### src/rtl/fatorador_pkg.sv
// Shared definitions for the prime-factorisation engine.
// Latency: n/a (types and constant helpers only).
// Backpressure: n/a.
package fatorador_pkg;

    // Engine control states.
    typedef enum logic [2:0] {
        S_IDLE  = 3'd0,
        S_LOAD  = 3'd1,
        S_DIV   = 3'd2,
        S_CHECK = 3'd3,
        S_DONE  = 3'd4
    } state_e;

    // Width of a counter able to hold 0..slots inclusive.
    function automatic int cnt_width(input int slots);
        return (slots < 1) ? 1 : $clog2(slots + 1);
    endfunction

endpackage

### src/rtl/seq_divmod.sv
// Restoring divider: one quotient bit per cycle, quot/rem held until the next start.
// Latency: done pulses WIDTH+1 cycles after start is sampled.
// Backpressure: none; a new start restarts the divider and discards any run in progress.
module seq_divmod #(
    parameter int WIDTH = 16
) (
    input  logic             clk_i,
    input  logic             rst_n,
    input  logic             start_i,
    input  logic [WIDTH-1:0] dividend_i,
    input  logic [WIDTH-1:0] divisor_i,
    output logic             done_o,
    output logic [WIDTH-1:0] quot_o,
    output logic [WIDTH-1:0] rem_o
);

    localparam int CNT_W = $clog2(WIDTH + 1);

    logic [WIDTH-1:0] quot_q;
    logic [WIDTH-1:0] rem_q;
    logic [WIDTH-1:0] dvs_q;
    logic [CNT_W-1:0] cnt_q;
    logic             run_q;
    logic             done_q;

    logic [WIDTH:0]   r_shift;
    logic [WIDTH:0]   r_trial;

    // Shift the next dividend bit into the partial remainder and try a subtract.
    always_comb begin
        r_shift = {rem_q, quot_q[WIDTH-1]};
        r_trial = r_shift - {1'b0, dvs_q};
    end

    // Iterate WIDTH times, then emit a one-cycle done pulse.
    always_ff @(posedge clk_i or negedge rst_n) begin
        if (!rst_n) begin
            quot_q <= '0;
            rem_q  <= '0;
            dvs_q  <= '0;
            cnt_q  <= '0;
            run_q  <= 1'b0;
            done_q <= 1'b0;
        end else begin
            done_q <= 1'b0;
            if (start_i) begin
                quot_q <= dividend_i;
                rem_q  <= '0;
                dvs_q  <= divisor_i;
                cnt_q  <= '0;
                run_q  <= 1'b1;
            end else if (run_q) begin
                if (cnt_q == CNT_W'(WIDTH)) begin
                    run_q  <= 1'b0;
                    done_q <= 1'b1;
                end else begin
                    cnt_q <= cnt_q + CNT_W'(1);
                    if (r_trial[WIDTH]) begin
                        // Subtract went negative: keep the shifted remainder.
                        rem_q  <= r_shift[WIDTH-1:0];
                        quot_q <= {quot_q[WIDTH-2:0], 1'b0};
                    end else begin
                        rem_q  <= r_trial[WIDTH-1:0];
                        quot_q <= {quot_q[WIDTH-2:0], 1'b1};
                    end
                end
            end
        end
    end

    assign done_o = done_q;
    assign quot_o = quot_q;
    assign rem_o  = rem_q;

endmodule

### src/rtl/fatorador_engine_param.sv
// Trial-division prime factoriser returning up to NUM_FACTORS ascending factors.
// Latency: accept->ack = 2 + trials*(WIDTH+3) cycles.
// Backpressure: 4-phase req/ack; ack held until req drops (AUTO=0), req low while busy aborts.
module fatorador_engine_param
    import fatorador_pkg::*;
#(
    parameter int WIDTH       = 16,
    parameter int NUM_FACTORS = 4,
    parameter int FACTOR_W    = 8,
    parameter int AUTO        = 0
) (
    input  logic                              CLOCK_50,
    input  logic                              rst_n,
    input  logic                              req,
    input  logic [WIDTH-1:0]                  value,
    output logic                              ack,
    output logic                              busy,
    output logic [NUM_FACTORS*FACTOR_W-1:0]   factors,
    output logic [cnt_width(NUM_FACTORS)-1:0] count,
    output logic                              overflow
);

    localparam int CW = cnt_width(NUM_FACTORS);
    localparam int DW = 2 * WIDTH;

    state_e                                state_q, state_d;
    logic [WIDTH-1:0]                      n_q, n_d;
    logic [WIDTH-1:0]                      d_q, d_d;
    logic [WIDTH-1:0]                      v_lat_q, v_lat_d;
    logic [NUM_FACTORS-1:0][FACTOR_W-1:0]  slots_q, slots_d;
    logic [CW-1:0]                         count_q, count_d;
    logic                                  ovf_q, ovf_d;
    logic                                  ack_q, ack_d;
    logic                                  busy_q, busy_d;

    logic                                  div_start;
    logic                                  div_done;
    logic [WIDTH-1:0]                      div_quot;
    logic [WIDTH-1:0]                      div_rem;

    logic                                  accept;
    logic                                  abort;
    logic [1:0]                            rec_en;
    logic [1:0][WIDTH-1:0]                 rec_val;
    logic [DW-1:0]                         dd;

    // Divider always works on the next-state n/d so a new trial can start straight out of CHECK.
    seq_divmod #(
        .WIDTH (WIDTH)
    ) u_div (
        .clk_i      (CLOCK_50),
        .rst_n      (rst_n),
        .start_i    (div_start),
        .dividend_i (n_d),
        .divisor_i  (d_d),
        .done_o     (div_done),
        .quot_o     (div_quot),
        .rem_o      (div_rem)
    );

    // Next-state, trial bookkeeping and result-slot recording.
    always_comb begin
        state_d   = state_q;
        n_d       = n_q;
        d_d       = d_q;
        v_lat_d   = v_lat_q;
        slots_d   = slots_q;
        count_d   = count_q;
        ovf_d     = ovf_q;
        ack_d     = ack_q;
        busy_d    = 1'b0;
        div_start = 1'b0;
        accept    = 1'b0;
        abort     = 1'b0;
        rec_en    = '0;
        rec_val   = '0;
        dd        = '0;

        case (state_q)
            S_IDLE: begin
                accept = req;
            end
            S_LOAD: begin
                if (AUTO == 0 && !req) begin
                    abort = 1'b1;
                end else if (n_q < WIDTH'(2)) begin
                    state_d = S_DONE;
                end else begin
                    div_start = 1'b1;
                    state_d   = S_DIV;
                end
            end
            S_DIV: begin
                if (AUTO == 0 && !req) begin
                    abort = 1'b1;
                end else if (div_done) begin
                    state_d = S_CHECK;
                end
            end
            S_CHECK: begin
                if (AUTO == 0 && !req) begin
                    abort = 1'b1;
                end else begin
                    if (div_rem == '0) begin
                        rec_en[0]  = 1'b1;
                        rec_val[0] = d_q;
                        n_d        = div_quot;
                    end else begin
                        // After 2 only odd candidates can be prime.
                        d_d = (d_q == WIDTH'(2)) ? WIDTH'(3) : d_q + WIDTH'(2);
                    end
                    dd = DW'(d_d) * DW'(d_d);
                    if (n_d == WIDTH'(1)) begin
                        state_d = S_DONE;
                    end else if (dd > DW'(n_d)) begin
                        // No divisor up to sqrt(n) is left, so n itself is prime.
                        rec_en[1]  = 1'b1;
                        rec_val[1] = n_d;
                        state_d    = S_DONE;
                    end else begin
                        div_start = 1'b1;
                        state_d   = S_DIV;
                    end
                end
            end
            S_DONE: begin
                if (AUTO == 0) begin
                    if (!req) begin
                        ack_d   = 1'b0;
                        state_d = S_IDLE;
                    end else begin
                        ack_d = 1'b1;
                    end
                end else if (value != v_lat_q) begin
                    ack_d  = 1'b0;
                    accept = 1'b1;
                end else begin
                    ack_d = 1'b1;
                end
            end
            default: begin
                state_d = S_IDLE;
            end
        endcase

        if (abort) begin
            state_d = S_IDLE;
            slots_d = '0;
            count_d = '0;
            ovf_d   = 1'b0;
            ack_d   = 1'b0;
        end

        if (accept) begin
            state_d = S_LOAD;
            v_lat_d = value;
            n_d     = value;
            d_d     = WIDTH'(2);
            slots_d = '0;
            count_d = '0;
            ovf_d   = 1'b0;
        end

        // A single CHECK can record both the divisor and the final prime remainder.
        for (int r = 0; r < 2; r++) begin
            if (rec_en[r]) begin
                if (count_d == CW'(NUM_FACTORS)) begin
                    // Slots full: drop the factor but keep reducing n.
                    ovf_d = 1'b1;
                end else begin
                    for (int k = 0; k < NUM_FACTORS; k++) begin
                        if (count_d == CW'(k)) begin
                            if ((rec_val[r] >> FACTOR_W) != '0) begin
                                slots_d[k] = '1;
                            end else begin
                                slots_d[k] = FACTOR_W'(rec_val[r]);
                            end
                        end
                    end
                    if ((rec_val[r] >> FACTOR_W) != '0) begin
                        ovf_d = 1'b1;
                    end
                    count_d = count_d + CW'(1);
                end
            end
        end

        busy_d = (state_d == S_LOAD) || (state_d == S_DIV) || (state_d == S_CHECK);
    end

    // State, working registers and registered outputs.
    always_ff @(posedge CLOCK_50 or negedge rst_n) begin
        if (!rst_n) begin
            state_q <= S_IDLE;
            n_q     <= '0;
            d_q     <= '0;
            v_lat_q <= '0;
            slots_q <= '0;
            count_q <= '0;
            ovf_q   <= 1'b0;
            ack_q   <= 1'b0;
            busy_q  <= 1'b0;
        end else begin
            state_q <= state_d;
            n_q     <= n_d;
            d_q     <= d_d;
            v_lat_q <= v_lat_d;
            slots_q <= slots_d;
            count_q <= count_d;
            ovf_q   <= ovf_d;
            ack_q   <= ack_d;
            busy_q  <= busy_d;
        end
    end

    assign ack      = ack_q;
    assign busy     = busy_q;
    assign factors  = slots_q;
    assign count    = count_q;
    assign overflow = ovf_q;

endmodule

### config.mk
export PLATFORM = sky130hd
export DESIGN_NAME = fatorador_engine_param
export DESIGN_NICKNAME = d
export VERILOG_FILES = /design/src/rtl/fatorador_pkg.sv /design/src/rtl/seq_divmod.sv /design/src/rtl/fatorador_engine_param.sv
export SDC_FILE = /design/constraint.sdc
export NUM_CORES = 1
export LEC_CHECK = 0
export CORE_MARGIN = 10
export CORE_UTILIZATION = 45
export CTS_CLUSTER_DIAMETER = 60
export CTS_CLUSTER_SIZE = 30
export DETAILED_ROUTE_END_ITERATION = 10
export GPL_TIMING_DRIVEN = 0
export PLACE_DENSITY_LB_ADDON = 0.05
export SETUP_SLACK_MARGIN = 0.05
export SLEW_MARGIN = 20
export SYNTH_ARGS = -nofsm -noshare
export SYNTH_HDL_FRONTEND = slang
export SYNTH_SLANG_ARGS = --single-unit
### constraint.sdc
create_clock -name CLOCK_50 -period 9.2 [get_ports CLOCK_50]
set_clock_uncertainty 0.05 [all_clocks]
set_input_delay 1.84 -clock CLOCK_50 [delete_from_list [all_inputs] [get_ports CLOCK_50]]
set_output_delay 1.84 -clock CLOCK_50 [all_outputs]
set_load 0.02 [all_outputs]
==> images/m4.png <==
Scale: 3 px per um. Supply wires on this layer in grey.
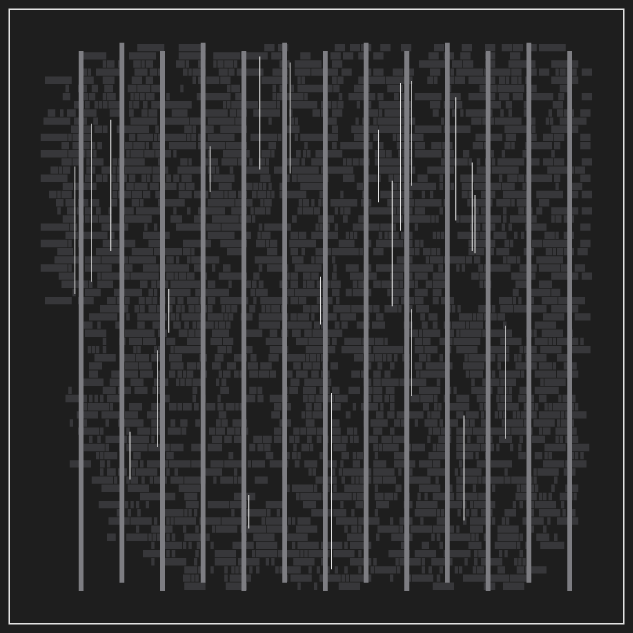
longest straight run: 58.5 um
share of all routed wire: 1.6%
nets with wire on the layer: 20
main direction: vertical
wire length on this layer: 713 um
DR vias: 12730
Routed WL: 45500 um

==> images/clock_nets.png <==
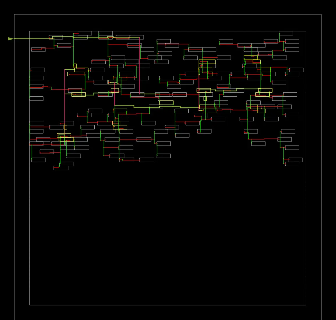
Seq Cell Count: 128
clk pwr: 707 uW
CLK BUF: 23
clock sink count: 128
clk latency late pin: 410 ps

==> images/layers.png <==
Scale: 2 px per um.
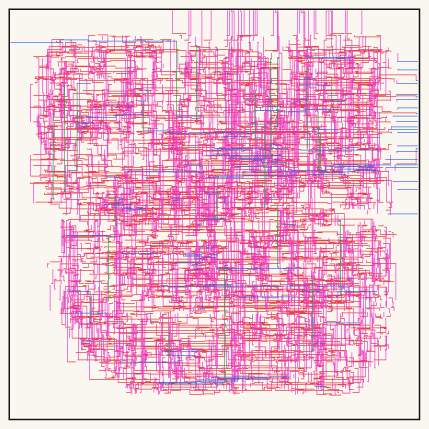
| colour | layer | wire length |
|---|---|---|
| green | M4 | 713 um |
| magenta | M2 | 21.8 mm |
| red | M1 | 21.2 mm |
| blue | M3 | 1810 um |
global-route usage over all layers: 21.8%
Routed WL per cell: 19.5 um

==> images/util_map.png <==
Scale: 2 px per um. The die is cut into 20 by 20 equal tiles; white is low, dark blue is high, 0 to 100% covered.
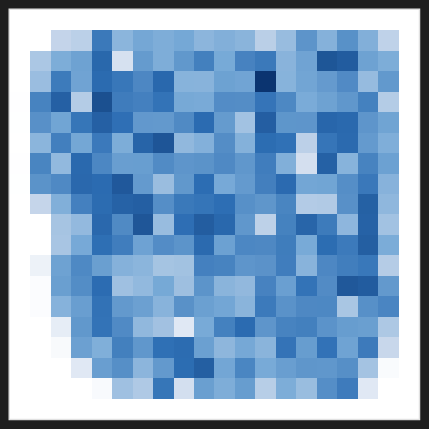
mean over tiles: 44%
nearly empty tiles: 22%
tiles over 75% full: 11%
fullest tile: 98%
densest ninth of the die: middle
Core Util, Final: 56.5%
Core Util at FP: 45.6%
core area: 33500 um2

==> flow_metrics.tcl <==
# place-and-route summary
set metrics [dict create \
    hold_viol_final 0 \
    p_total_mw 3.88 \
    logic_area_um2 11600 \
    drive_above_1_share_pct 17.7 \
    p_per_area_nw_per_um2 205 \
    n_antenna_cell 0 \
    most-common-layout-cells "inv_1, nand2_1, nor2_1" \
    slowest_delay_ps 560 \
    worstSetupEndpointType "register" \
    fa_ha_area_share_pct 32.8 \
    cts_tree "done" \
    syn_inst 1710 \
    top_usage_layer "met2" \
    grt_pass1_vias 13049 \
    status "finished, final reports clean" \
    hold_end "u_div.dvs_q[7]$_DFFE_PN0P_" \
    power_frac_clock_pct 18.2 \
    area_growth_pct 24.0 \
    synth-xor-area-share_pct 3.95 \
    cts_root_buf "clkbuf_16" \
    flop_area_um2 3220 \
    largestClassByArea "multi-input combinational cells" \
    worstMarginPinSlew_ps 1000 \
    sh_seq_area_pct 17.0 \
    cts.repair.resized 99 \
    grt_max_degree 88 \
    r2r_slack_ps 30 \
    crit_start "d_q[4]$_DFF_PN0_" \
    yosys_warnings 0 \
    dp_hpwl_um 33900 \
    layout.nonclk_buf_share_pct 10.3 \
    arrival_ps 9440 \
    cp_data_required_time_ps 9470 \
    slew_violations 0 \
    taps 448 \
]
## state kept, by name (all words and copies together) (netlist names), 3 cells and up
name / cells
u_div.dvs_q: 16
count: 3
n_q: 16
u_div.cnt_q: 5
d_q: 16
factors: 32
state_q: 3
u_div.rem_o: 16
u_div.quot_o: 16
## power groups by stage
stage / clock (mW) / sequential, mW / combinational (mW)
floorplan: 0 / 0.810 / 1.41
CTS: 0.713 / 0.850 / 2.04
global route: 0.737 / 0.870 / 2.54
finish: 0.707 / 0.853 / 2.32
global placement: 0 / 0.847 / 1.87
detailed placement: 0 / 0.849 / 1.89
## worst max-delay path, delay by kind of cell (launching register included)
kind	cells	cell delay [ps]
simple gates	11	2790
xor+xnor	1	150
fa+ha+maj	8	3300
compound gates	9	1260
mux	1	220
buf+inv	7	780
flops	1	490
## through the flow
stage	setup TNS, ps	instances
6_report	0	2333
5_1_grt	-21850	2333
4_1_cts	0	2282
3_5_place_dp	-239450	2216
3_3_place_gp	-245520	2214
2_1_floorplan	0	1710
## Yosys cell counts (8+ instances only)
cell      count
nand3_1      24
o22ai_1      18
and2_1       15
clkbuf_1     48
and3_1       10
mux2_2       34
o21a_1       12
xnor2_1      48
xor2_1       21
a21o_1       18
ha_1        140
a21oi_1      73
o21ai_0      27
a31oi_1      42
inv_1       264
nand2b_1     13
nand2_1     183
nor2_1      170
nor3_1       20
nand4_1      19
mux2i_1      62
dfrtp_1     128
fa_1        163
or3_1         8
nor4_1       14
a211oi_1     22
o211ai_1     10
## routing by layer
| layer | vias up | part of all wire (%) |
|---|---|---|
| li1 | 6008 | - |
| met1 | 6381 | 47 |
| met2 | 293 | 48 |
| met3 | 48 | 4.0 |
| met4 | 0 | 1.6 |
| met5 | - | 0 |
No activity file was given, so power comes from the tool's default toggle rates.
